## src/rtl/add_mul_pkg.sv

```systemverilog
// Shared encodings for the sequential add/multiply unit.
package add_mul_pkg;
  localparam logic OP_ADD = 1'b0;
  localparam logic OP_MUL = 1'b1;

  typedef enum logic [1:0] {
    IDLE = 2'd0,
    MUL  = 2'd1,
    DONE = 2'd2
  } state_e;
endpackage

```

## src/rtl/shift_add_mul_step.sv

```systemverilog
// One combinational shift-add iteration: conditional accumulate, then shift.
module shift_add_mul_step #(
  parameter int WIDTH = 4
) (
  input  logic [2*WIDTH-1:0] acc,
  input  logic [2*WIDTH-1:0] mcand,
  input  logic [WIDTH-1:0]   mplier,
  output logic [2*WIDTH-1:0] acc_nxt,
  output logic [2*WIDTH-1:0] mcand_nxt,
  output logic [WIDTH-1:0]   mplier_nxt
);
  // Partial product only when the current multiplier LSB is set.
  assign acc_nxt    = mplier[0] ? acc + mcand : acc;
  assign mcand_nxt  = mcand << 1;
  assign mplier_nxt = mplier >> 1;
endmodule

```

## src/rtl/seq_add_mul_unit.sv

```systemverilog
// Single-transaction add (1 cycle) / shift-add multiply (WIDTH cycles) unit
// with valid/ready on both sides.
module seq_add_mul_unit
  import add_mul_pkg::*;
#(
  parameter int WIDTH = 4
) (
  input  logic               clk,
  input  logic               rst,
  input  logic               in_valid,
  output logic               in_ready,
  input  logic               op,
  input  logic [WIDTH-1:0]   a,
  input  logic [WIDTH-1:0]   b,
  output logic               out_valid,
  input  logic               out_ready,
  output logic [2*WIDTH-1:0] result,
  output logic               busy
);
  localparam int CW = ($clog2(WIDTH) < 1) ? 1 : $clog2(WIDTH);
  localparam logic [CW-1:0] CNT_INIT = CW'(WIDTH - 1);

  state_e               state_q, state_d;
  logic [2*WIDTH-1:0]   acc_q, mcand_q;
  logic [WIDTH-1:0]     mplier_q;
  logic [CW-1:0]        cnt_q;
  logic [2*WIDTH-1:0]   acc_nxt, mcand_nxt;
  logic [WIDTH-1:0]     mplier_nxt;
  logic [WIDTH:0]       sum;
  logic                 fire_in;

  assign sum     = {1'b0, a} + {1'b0, b};
  assign fire_in = in_valid & in_ready;
  // acc doubles as the result register for both ops, so it is the output.
  assign result  = acc_q;

  shift_add_mul_step #(.WIDTH(WIDTH)) u_step (
    .acc        (acc_q),
    .mcand      (mcand_q),
    .mplier     (mplier_q),
    .acc_nxt    (acc_nxt),
    .mcand_nxt  (mcand_nxt),
    .mplier_nxt (mplier_nxt)
  );

  // State register.
  always_ff @(posedge clk or posedge rst) begin
    if (rst) state_q <= IDLE;
    else     state_q <= state_d;
  end

  // Next-state and handshake outputs; in_ready is masked while reset is held.
  always_comb begin
    state_d   = state_q;
    in_ready  = 1'b0;
    out_valid = 1'b0;
    busy      = 1'b1;
    case (state_q)
      IDLE: begin
        busy     = 1'b0;
        in_ready = ~rst;
        if (in_valid && !rst) state_d = (op == OP_MUL) ? MUL : DONE;
      end
      MUL: begin
        if (cnt_q == '0) state_d = DONE;
      end
      DONE: begin
        out_valid = 1'b1;
        if (out_ready) state_d = IDLE;
      end
      default: begin
        busy    = 1'b0;
        state_d = IDLE;
      end
    endcase
  end

  // Datapath: load on accept, iterate in MUL, hold otherwise (incl. DONE).
  always_ff @(posedge clk or posedge rst) begin
    if (rst) begin
      acc_q    <= '0;
      mcand_q  <= '0;
      mplier_q <= '0;
      cnt_q    <= '0;
    end else if (fire_in) begin
      if (op == OP_MUL) begin
        acc_q    <= '0;
        mcand_q  <= {{WIDTH{1'b0}}, a};
        mplier_q <= b;
        cnt_q    <= CNT_INIT;
      end else begin
        acc_q    <= {{(WIDTH-1){1'b0}}, sum};
      end
    end else if (state_q == MUL) begin
      acc_q    <= acc_nxt;
      mcand_q  <= mcand_nxt;
      mplier_q <= mplier_nxt;
      if (cnt_q != '0) cnt_q <= cnt_q - 1'b1;
    end
  end
endmodule

```

## config.mk

```make
export PLATFORM = sky130hd
export DESIGN_NAME = seq_add_mul_unit
export DESIGN_NICKNAME = d
export VERILOG_FILES = /design/src/rtl/add_mul_pkg.sv /design/src/rtl/shift_add_mul_step.sv /design/src/rtl/seq_add_mul_unit.sv
export SDC_FILE = /design/constraint.sdc
export NUM_CORES = 1
export LEC_CHECK = 0
export ABC_AREA = 1
export CAP_MARGIN = 40
export CELL_PAD_IN_SITES_DETAIL_PLACEMENT = 1
export CELL_PAD_IN_SITES_GLOBAL_PLACEMENT = 1
export CORE_MARGIN = 4
export CORE_UTILIZATION = 40
export DETAILED_ROUTE_END_ITERATION = 10
export PLACE_DENSITY_LB_ADDON = 0.15
export SETUP_SLACK_MARGIN = 0.5
export SYNTH_ARGS = -nofsm -noshare
export SYNTH_HDL_FRONTEND = slang
export SYNTH_SLANG_ARGS = --single-unit
```

## constraint.sdc

```tcl
create_clock -name clk -period 2.3 [get_ports clk]
set_clock_uncertainty 0.15 [all_clocks]
set_input_delay 0.575 -clock clk [delete_from_list [all_inputs] [get_ports clk]]
set_output_delay 0.575 -clock clk [all_outputs]
set_load 0.05 [all_outputs]
```

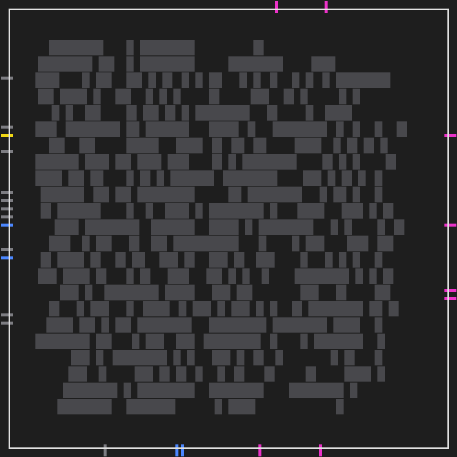
Fig. 1. Ports around the boundary.
(6 px per µm) Pins as bars across the die edge, other pins in grey.
Yellow stands for out_valid, pins 1, direction output, edge west. Magenta stands for result, pins 8, direction output, edge 4 east, 2 south, 2 north. Blue stands for a, pins 4, direction input, edge 2 west, 2 south.
PortBufs: 23
chip width: 72.9 µm
die height: 72.9 µm

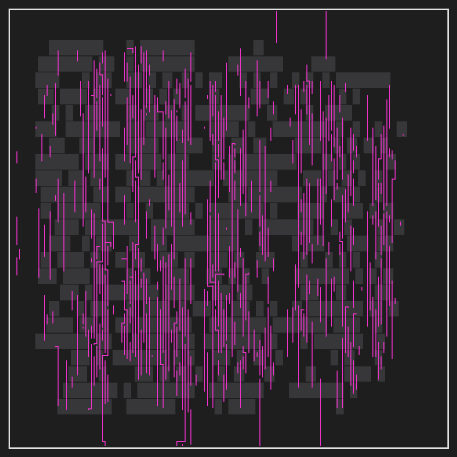
Fig. 2. The metal 2 layer.
(6 px per µm)
The layer holds 52% of the routed length. 252 nets have wire on it. The wires run mostly vertical.

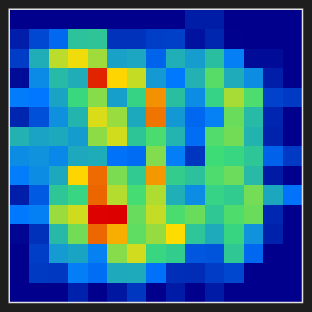
Fig. 3. Wiring heat map.
(4 px per µm) The die is cut into 15 by 15 equal tiles; dark blue is low, red is high, scaled to the fullest tile. Values are wire area over tile area, all layers added.
The densest ninth of the die: centre. The fullest tile reaches 0.46. 23% of the tiles are over half the peak. 19% of the tiles are nearly empty. The mean over all tiles is 0.14.
routed vias: 1,584
Avg WL per Cell: 16.3 µm
overall global routing resource usage: 19.1%

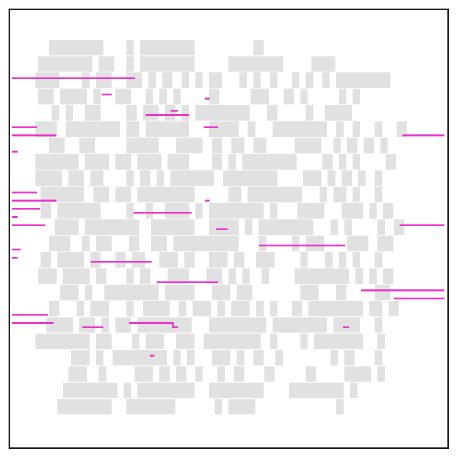
Fig. 4. Metal 3.
(6 px per µm)
The layer carries 172 µm of wire. The layer holds 3.5% of the routed length. The wires run mostly horizontal.

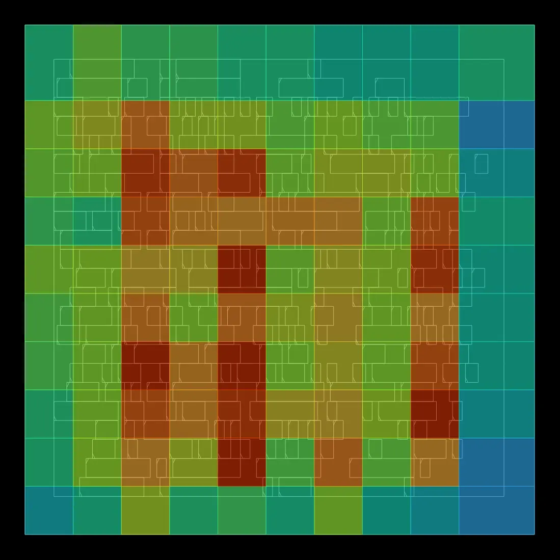
Fig. 5. Routing congestion.
post-layout util: 56.7%
GR Util met2: 34.2%
busiest metal layer after global routing: met2
M3 GR Usage: 3.86%

==> flow_summary.toml <==
# yosys + openroad results
[logic_synthesis]
floorplan.nets = 240
synthSimpleGateAreaFrac_pct = 27.8
netlist.top_cell.by_area = "dfrtp_1"
mux_area_share_pct = 0
yosysChipArea_mm2 = 0.00169
syn_inst = 210
ys_top_cells_by_area = "dfrtp_1, nand2_1, ha_1, inv_1, nand3_1"
yosysUniqueCellTypes = 25
synth-edff-count = 0
ys_seq_share_pct = 35.6
ys_warn_count = 0
ys.flop_type = "dfrtp_1"
netlist_area_mm2 = 0.00169
synth-xor-area-share_pct = 1.56
ys_cells = 210
avgSynthCellArea_um2 = 8.03

[setup_path]
crit_required_ns = 1.57
end_kind = "output pin"
crit_slowest_cell = "dfrtp_1"
critPathLaunchType = "flip-flop"
crit_fanout = 2
worstSetupPathType = "reg -> out"
max_stage_delay_ns = 0.40

[clock_tree]
cts_setup_buffers = 7
clkSlewWorstSetupHoldPaths_ns = 0.09
cts-root-buf = "clkbuf_8"
cts_tree = "done"
cts_resized = 40
cts.sinks = 24
postCtsHoldBufs = 0
clock_latency_ns = 0.27
cts_buffer_depth = 2
htree_num_levels = 1

[route]
top_layer_used = "met4"
m1WireLength_um = 2070
drc = 0
drt-vias-per-instance = 5.32
ant_nets = 0
drt_iter0_drc = 47
dr.pass1.iters = 5

[global_route]
grt.overflow.total = 0
antenna_found_initial = 0
grt_pass1_vias = 1727
grt_max_degree = 25
grt_pass1_wl_um = 7950

[final_layout]
syn_to_final_growth_pct = 35.6
final_nets = 279
n_all_buffers = 36
n_antenna_cell = 0
seq_area_share_pct = 26.5
clock_area_share_pct = 3.12
buf_share_pct = 14.3
fin_cells = 298
comb_cells = 150
design_area_mm2 = 0.00228

[pwr]
internal-power_mw = 1.62
power.leakage_nw = 1.18
p_per_area_mw_per_mm2 = 1350
p_switching_mw = 1.45
p_seq_share_pct = 24.0
powerSeq_uw = 737
vdd_ir_drop_max_mv = 0.833
clkPwrFrac_pct = 12.4
combPwrFrac_pct = 63.6
p_sw_share_pct = 47.3
powerClk_uw = 382

[run]
cap_violations = 0
warnings = 31

[sta]
min_period_over_period_pct = 83.7
tightest_slew_ns = 0.329
hold_slack_ns = 0.351
maxSlewHeadroom_pct = 78.1
hold_viol_final = 0
maxSlewViolCount = 0

[placement]
dpl_cell_area_mm2 = 0.00201
routabilityCongestion = 0.841
dp_cells = 282

[floorplan]
nWellTaps = 50
ios = 24
rows = 23
chipArea_mm2 = 0.00532

[worst_hold_path]
hold_path.class = "reg -> reg"

[run_status]
outcome = "completed"
[path summary, 6_finish.rpt]
check                            from  slack [ns]  depth (start not counted)          to
setup / recovery           state_q[1]        0.37                          5    in_ready
hold / removal               cnt_q[0]        0.35                          1    cnt_q[0]
setup reg to reg           state_q[1]        0.45                          9  state_q[1]
hold reg to reg              cnt_q[0]        0.35                          1    cnt_q[0]
max in group asynchronous         rst        1.29                          3   result[2]
min in group asynchronous         rst        0.44                          3  state_q[0]
[worst max-delay path, delay by kind of cell (launching register included)]
kind                       cells  cell delay [ns]
DFF                            1             0.40
and+or+nand+nor                1             0.10
buffers and inverters          3             0.26
adders and majority gates      1             0.15
[flip-flops by register name, summed over array words and instances (netlist names)]
register,flops
mcand_q,8
cnt_q,2
result,8
state_q,2
mplier_q,4
